### config.mk
export PLATFORM = sky130hd
export DESIGN_NAME = booth_r4_seq_mult
export DESIGN_NICKNAME = d
export VERILOG_FILES = /design/src/rtl/booth_r4_seq_mult.sv
export SDC_FILE = /design/constraint.sdc
export NUM_CORES = 1
export LEC_CHECK = 0
export ABC_AREA = 1
export CORE_ASPECT_RATIO = 1.25
export CORE_MARGIN = 5
export CORE_UTILIZATION = 45
export DETAILED_ROUTE_END_ITERATION = 12
export PLACE_DENSITY = 0.71
export SYNTH_ARGS = -nofsm -noshare
export SYNTH_HDL_FRONTEND = slang
export SYNTH_SLANG_ARGS = --single-unit
### constraint.sdc
create_clock -name i_clk -period 2.6 [get_ports i_clk]
set_input_delay 0.39 -clock i_clk [delete_from_list [all_inputs] [get_ports i_clk]]
set_output_delay 0.39 -clock i_clk [all_outputs]
set_load 0.005 [all_outputs]
### src/rtl/booth_r4_seq_mult.sv
// Sequential signed multiplier using radix-4 Booth recoding.
// Retires one recoded digit per clock through a single add/sub step and reports completion with a busy/done handshake.
module booth_r4_seq_mult #(
    parameter int unsigned WIDTH = 8
) (
    input  logic                 i_clk,
    input  logic                 i_rst,
    input  logic                 i_start,
    input  logic [WIDTH-1:0]     i_a,
    input  logic [WIDTH-1:0]     i_b,
    output logic                 o_busy,
    output logic                 o_done,
    output logic [2*WIDTH-1:0]   o_product
);

    localparam int unsigned ACC_W  = WIDTH + 2;
    localparam int unsigned ITER   = WIDTH / 2;
    localparam int unsigned CNT_W  = (ITER > 1) ? $clog2(ITER) : 1;
    localparam int unsigned PROD_W = 2 * WIDTH;

    typedef enum logic {
        S_IDLE = 1'b0,
        S_RUN  = 1'b1
    } state_e;

    state_e              state_q,   state_d;
    logic [ACC_W-1:0]    acc_q,     acc_d;
    logic [ACC_W-1:0]    m_q,       m_d;
    logic [WIDTH-1:0]    q_q,       q_d;
    logic                qm1_q,     qm1_d;
    logic [CNT_W-1:0]    cnt_q,     cnt_d;
    logic                busy_q,    busy_d;
    logic                done_q,    done_d;
    logic [PROD_W-1:0]   product_q, product_d;

    logic [2:0]          digit;
    logic [ACC_W-1:0]    step_b;
    logic                step_sub;
    logic [ACC_W-1:0]    acc_sum;
    logic [ACC_W-1:0]    acc_shift;
    logic [WIDTH-1:0]    q_shift;
    logic                qm1_shift;

    // Booth digit decode and the shared add/sub step (sub: A + ~B + 1)
    always_comb begin
        digit    = {q_q[1:0], qm1_q};
        step_b   = '0;
        step_sub = 1'b0;
        case (digit)
            3'b001, 3'b010: step_b = m_q;
            3'b011:         step_b = {m_q[ACC_W-2:0], 1'b0};
            3'b100: begin
                step_b   = {m_q[ACC_W-2:0], 1'b0};
                step_sub = 1'b1;
            end
            3'b101, 3'b110: begin
                step_b   = m_q;
                step_sub = 1'b1;
            end
            default: begin
                step_b   = '0;
                step_sub = 1'b0;
            end
        endcase
        acc_sum = acc_q + (step_b ^ {ACC_W{step_sub}}) + ACC_W'(step_sub);
    end

    // Arithmetic shift of {ACC, Q, q_m1} right by two
    always_comb begin
        acc_shift = {{2{acc_sum[ACC_W-1]}}, acc_sum[ACC_W-1:2]};
        q_shift   = {acc_sum[1:0], q_q[WIDTH-1:2]};
        qm1_shift = q_q[1];
    end

    always_comb begin
        state_d   = state_q;
        acc_d     = acc_q;
        m_d       = m_q;
        q_d       = q_q;
        qm1_d     = qm1_q;
        cnt_d     = cnt_q;
        busy_d    = busy_q;
        done_d    = 1'b0;
        product_d = product_q;

        case (state_q)
            S_IDLE: begin
                if (i_start) begin
                    m_d     = {{2{i_a[WIDTH-1]}}, i_a};
                    acc_d   = '0;
                    q_d     = i_b;
                    qm1_d   = 1'b0;
                    cnt_d   = '0;
                    busy_d  = 1'b1;
                    state_d = S_RUN;
                end
            end
            S_RUN: begin
                acc_d = acc_shift;
                q_d   = q_shift;
                qm1_d = qm1_shift;
                cnt_d = cnt_q + CNT_W'(1);
                if (cnt_q == CNT_W'(ITER - 1)) begin
                    product_d = {acc_shift[WIDTH-1:0], q_shift};
                    done_d    = 1'b1;
                    busy_d    = 1'b0;
                    cnt_d     = '0;
                    state_d   = S_IDLE;
                end
            end
            default: begin
                state_d = S_IDLE;
                busy_d  = 1'b0;
            end
        endcase
    end

    // Reset wins over any start request in the same cycle
    always_ff @(posedge i_clk) begin
        if (i_rst) begin
            state_q   <= S_IDLE;
            acc_q     <= '0;
            m_q       <= '0;
            q_q       <= '0;
            qm1_q     <= 1'b0;
            cnt_q     <= '0;
            busy_q    <= 1'b0;
            done_q    <= 1'b0;
            product_q <= '0;
        end else begin
            state_q   <= state_d;
            acc_q     <= acc_d;
            m_q       <= m_d;
            q_q       <= q_d;
            qm1_q     <= qm1_d;
            cnt_q     <= cnt_d;
            busy_q    <= busy_d;
            done_q    <= done_d;
            product_q <= product_d;
        end
    end

    assign o_busy    = busy_q;
    assign o_done    = done_q;
    assign o_product = product_q;

endmodule
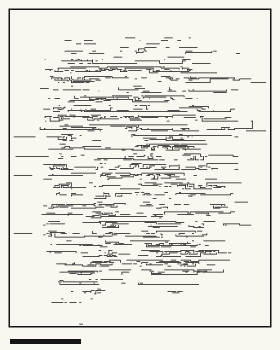
Fig. 1. M1 wires (run 1).
Scale bar: 20 um.
share of all routed wire: 43%
wire length on this layer: 2220 um

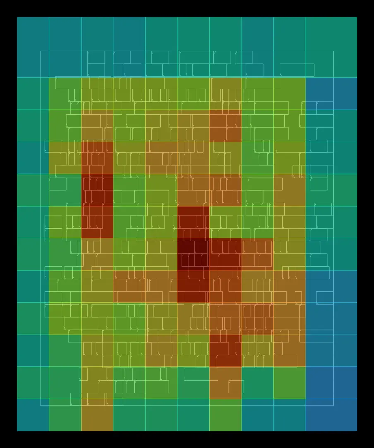
Fig. 2. Track usage over the die (run 1).
M1 GR Usage: 21.2%
met2 Use GR: 29.1%

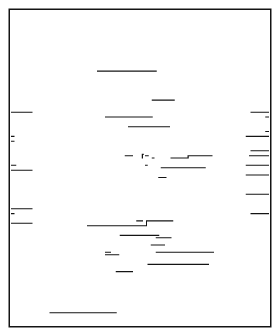
Fig. 3. The metal 3 layer (run 1).
nets with wire on the layer: 33
main direction: horizontal

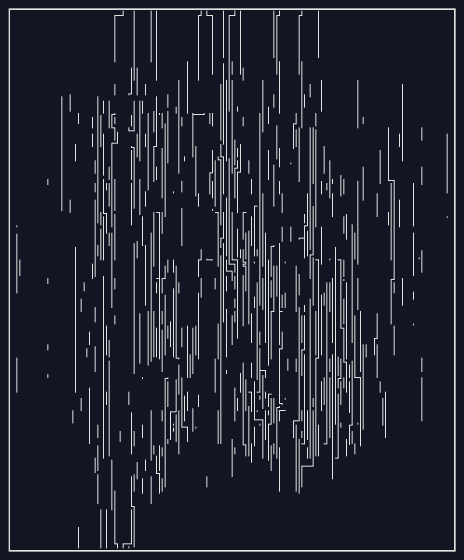
Fig. 4. Met2 routing (run 1).
nets with wire on the layer: 283
main direction: vertical
wire length on this layer: 2600 um
longest straight run: 31.6 um
share of all routed wire: 50%
Total Routed Length: 5.19 mm
via count: 2016

-- run 1: routing by layer --
metal	vias up	routed length, um	part of all wire [%]
li1	1041	-	-
met1	907	2220	43
met2	54	2600	50
met4	0	114	2.2
met5	-	0	0
met3	14	258	5.0
-- run 1: kinds of logic (layout without fill, tap and decap cells) --
kind of cell / after synthesis / after routing / share of synthesized area [%]
AOI/OAI and AO/OA: 64 / 64 / 17.2
DFF: 46 / 46 / 41.0
and+or+nand+nor: 114 / 114 / 22.3
buffers and inverters: 47 / 89 / 8.42
adders and majority gates: 10 / 10 / 5.91
muxes: 1 / 1 / 0.502
xor gates and xnor gates: 11 / 11 / 4.63
-- run 1: sequential cells by signal (all words and copies together), names as in the netlist --
signal     count
o_done         1
cnt_q          2
o_product     16
state_q        1
m_q            8
q_q            8
qm1_q          1
o_busy         1
acc_q          8
-- run 1: worst max-delay path, cell delays in order, from the launching register on --
cell	delay (ns)
dfxtp_1	0.37
nand2_2	0.12
mux2_4	0.33
o22ai_2	0.14
xor2_2	0.11
fa_1	0.45
o21ai_2	0.23
a21oi_2	0.10
xor2_2	0.20
buf_4	0.15
a22o_1	0.16
-- run 1: cell type report --
class	instances	area (um^2)
fill	455	1980
multi-input combinational	200	1180
sequential	46	922
timing repair buffer	42	405
inverter	39	146
tap	60	75.1
clock buffer	5	68.8
clock inverter	3	23.8
-- run 1: through the flow --
stage | setup WS [ns] | std cells | setup TNS [ns]
after global routing | -0.0463 | 395 | -0.0797
after global placement | 0.113 | 385 | 0
after detailed placement | 0.0763 | 385 | 0
after CTS | 0.0534 | 393 | 0
after floorplan | 0.365 | 293 | 0
final | 0.137 | 395 | 0
-- run 1: what timing repair did --
item                                    4_1_cts  5_1_grt
buffers inserted                              0        2
endpoints found under the setup margin        0        9
resized                                       0       10
==> GITHUB_STEP_SUMMARY, run 1 <==
## Synthesis and layout report

| Metric | Value |
|---|---|
| Outcome | `complete, no violations` |
| Combinational share of power | `roughly 17%` |
| Synthesized area per cell | `roughly 7.7 um^2` |
| CTS sink cnt | `roughly 46` |
| Die Height | `88.9 um` |
| Area grow syn2layout | `25.7%` |
| Reg2reg end | `o_product[12]` |
| Vias in the first global route | `roughly 1900` |
| Initial antenna violation count | `0` |
| Worst Setup EP | `o_product[12]` |
| First-pass GRT wire length | `between 8 and 9 mm` |
| Post-synth top area cell | `dfxtp_1` |
| Setup slack, reg-to-reg | `0.14 ns` |
| Drt drc | `0` |
| Maxcap violations | `0` |
| CTS tree | `built` |
| Fin area | `2820 um^2` |
| Worst path required time | `between 2 and 3 ns` |
| Seq power | `between 0.7 and 0.8 mW` |
| P_sw | `around 0.42 mW` |
| IO buf count | `36` |
| Dominant logic cell type in the layout | `nand2_1` |
| Top Ports | `37` |
| Chip Area | `roughly 6500 um^2` |
| Dominant flop cell | `dfxtp_1` |
| Number of enable flip-flop cells | `0` |
| Top Usage Layer GRT | `met2` |
| Post-synth top cells | `nand2_1, dfxtp_1, inv_1` |
| Synthesized instance count | `~290` |
| Mapped Area | `between 2000 and 2500 um^2` |
| # hold bufs at CTS | `0` |
| Power, Total | `~1.4 mW` |
| Hold path depth | `2` |
| Sw frac | `between 20% and 30%` |
| Rel. slew slack | `between 30 and 40%` |
| Synth area leaders | `dfxtp_1, nand2_1, inv_1, a21oi_1, ha_1` |
| Hpwl dp | `3.86 mm` |
| Count of tool warnings | `26` |
| Number of library cell types mapped by synthesis | `36` |
| Crit path DAT | `about 2.7 ns` |
| Crit Path Max Fanout | `7` |
| Util after Layout | `just under 60%` |
| Hold Crit Class | `reg2reg` |
| Worst R2R Start | `q_q[0]` |
| Fmax | `~0.41 GHz` |
==> run 2: changes to the inputs <==
--- a/config.mk
+++ b/config.mk
@@ -9,6 +9,7 @@
 export CORE_ASPECT_RATIO = 1.25
 export CORE_MARGIN = 5
 export CORE_UTILIZATION = 45
+export CTS_CLUSTER_SIZE = 40
 export DETAILED_ROUTE_END_ITERATION = 12
 export PLACE_DENSITY = 0.71
 export SYNTH_ARGS = -nofsm -noshare
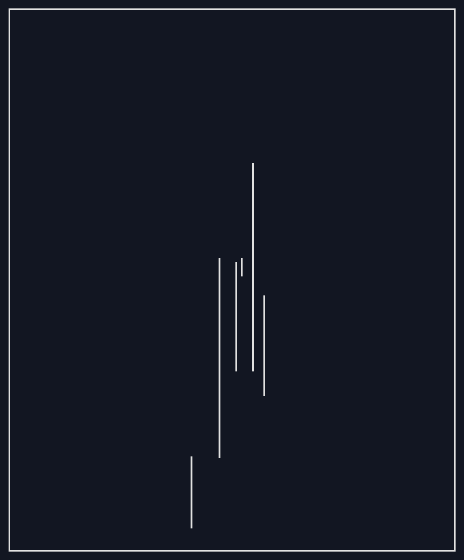
Fig. 5. Metal 4 (run 2).
share of all routed wire: 2.2%
main direction: vertical
nets with wire on the layer: 5

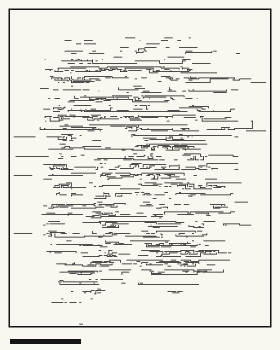
Fig. 6. M1 wires (run 2).
Scale bar: 20 um.
main direction: horizontal
nets with wire on the layer: 335
wire length on this layer: 2220 um

==> run 2 against run 1 <==
Clock skew did not move. Synthesized area did not move. Synthesized cell count did not move. Worst setup slack did not move. Final area did not move. Largest power group unchanged.
==> GITHUB_STEP_SUMMARY, run 2 <==
## Synthesis and layout report

| Metric | Value |
|---|---|
| Worst path required time | `2.81 ns (about the same)` |
| Synthesized area per cell | `7.66 um^2 (unchanged)` |
| Initial antenna violation count | `0 (unchanged)` |
| Hold Crit Class | `reg2reg` |
| Mapped Area | `2240 um^2 (unchanged)` |
| Setup slack, reg-to-reg | `0.14 ns (about the same)` |
| Hold path depth | `2 (unchanged)` |
| Post-synth top cells | `nand2_1, dfxtp_1, inv_1` |
| Number of enable flip-flop cells | `0 (unchanged)` |
| # fillers | `455 (unchanged)` |
| Outcome | `complete, no violations` |
| Die Height | `88.9 um (unchanged)` |
| Fin area | `2820 um^2 (unchanged)` |
| Drt drc | `0 (unchanged)` |
| Fmax | `0.406 GHz (unchanged)` |
| CTS tree | `built` |
| Final setup TNS | `0 ns (unchanged)` |
| Vias per cell | `between 5 and 6` |
| Hpwl dp | `3.86 mm (unchanged)` |
| Maxcap violations | `0 (unchanged)` |
| Max reg flops | `16 (unchanged)` |
| Post-synth top area cell | `dfxtp_1` |
| Dominant flop cell | `dfxtp_1` |
| Rel. slew slack | `35.9% (unchanged)` |
| Chip Area | `6510 um^2 (unchanged)` |
| Synthesized instance count | `293 (unchanged)` |
| Power, Total | `1.45 mW (unchanged)` |
| Vias in the first global route | `1887 (unchanged)` |
| Crit path DAT | `2.67 ns (about the same)` |
| Final number of hold-violating endpoints | `0` |
| Final worst slack | `0.137 ns (unchanged)` |
| Count of tool warnings | `26 (unchanged)` |
| Dominant logic cell type in the layout | `nand2_1` |
| Pre-CTS setup slack | `0.0763 ns (unchanged)` |
| Number of library cell types mapped by synthesis | `36 (unchanged)` |
| IO buf count | `36 (unchanged)` |
| Synth area leaders | `dfxtp_1, nand2_1, inv_1, a21oi_1, ha_1` |
| Crit Path Max Fanout | `7 (unchanged)` |
| Total Routed Length | `5.19 mm (unchanged)` |
| Top Ports | `37 (unchanged)` |
| # hold bufs at CTS | `0 (unchanged)` |
| Placed instance count | `385 (unchanged)` |
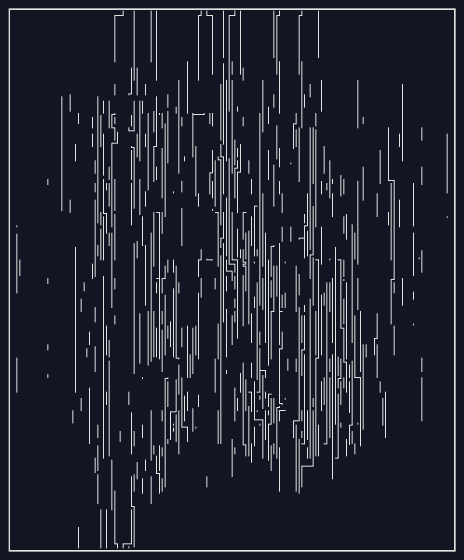
Fig. 7. Met2 routing (run 2).
main direction: vertical
longest straight run: 31.6 um
share of all routed wire: 50%
nets with wire on the layer: 283

run 2: where the power goes:
part           switching [mW]  internal, mW
combinational           0.140         0.105
clock                   0.256         0.192
sequential             0.0225         0.733
run 2: timing repair:
| item | CTS | global route |
|---|---|---|
| gates resized | 0 | 10 |
| setup buffers | 0 | 2 |
| endpoints found under the setup margin | 0 | 9 |
run 2: worst max path at each step:
stage	startpoint	cells past startpoint	slack, ns	endpoint
final	q_q[0]	10	0.14	o_product[12]
after floorplan	q_q[1]	14	0.37	acc_q[8]
after global routing	q_q[0]	11	-0.05	o_product[12]
after detailed placement	q_q[1]	10	0.08	acc_q[4]
after CTS	q_q[1]	10	0.05	acc_q[4]
after global placement	q_q[1]	10	0.11	acc_q[4]
run 2: worst max-delay path, stage by stage (launching register included):
cell and delay (ns):
dfxtp_1 0.37, nand2_2 0.12, mux2_4 0.33, o22ai_2 0.14
xor2_2 0.11, fa_1 0.45, o21ai_2 0.23, a21oi_2 0.10
xor2_2 0.20, buf_4 0.15, a22o_1 0.16
run 2: cell families after synthesis:
group           Yosys count  share of synthesized area [%]
simple gates            114                           22.3
flops                    46                           41.0
compound gates           64                           17.2
xor+xnor                 11                           4.63
mux                       1                          0.502
buf+inv                  47                           8.42
fa+ha+maj                10                           5.91
run 2: per-layer routing:
metal | track usage [%] | vias up | share of wire [%]
met5 | 0 | - | 0
met2 | 29.1 | 54 | 50
met4 | 6.21 | 0 | 2.2
li1 | - | 1041 | -
met3 | 3.49 | 14 | 5.0
met1 | 21.2 | 907 | 43
run 2: area by class of cell:
type	count	area (um^2)	share of cell area [%]
multi-input cells	200	1180	41.8
flip-flops and latches	46	922	32.7
repair buffers	42	405	14.4
inverters	39	146	5.19
well taps	60	75.1	2.66
clock buffers	5	68.8	2.44
clock inverters	3	23.8	0.843
Power figures rest on the tool's default switching activity, not on a simulated workload.
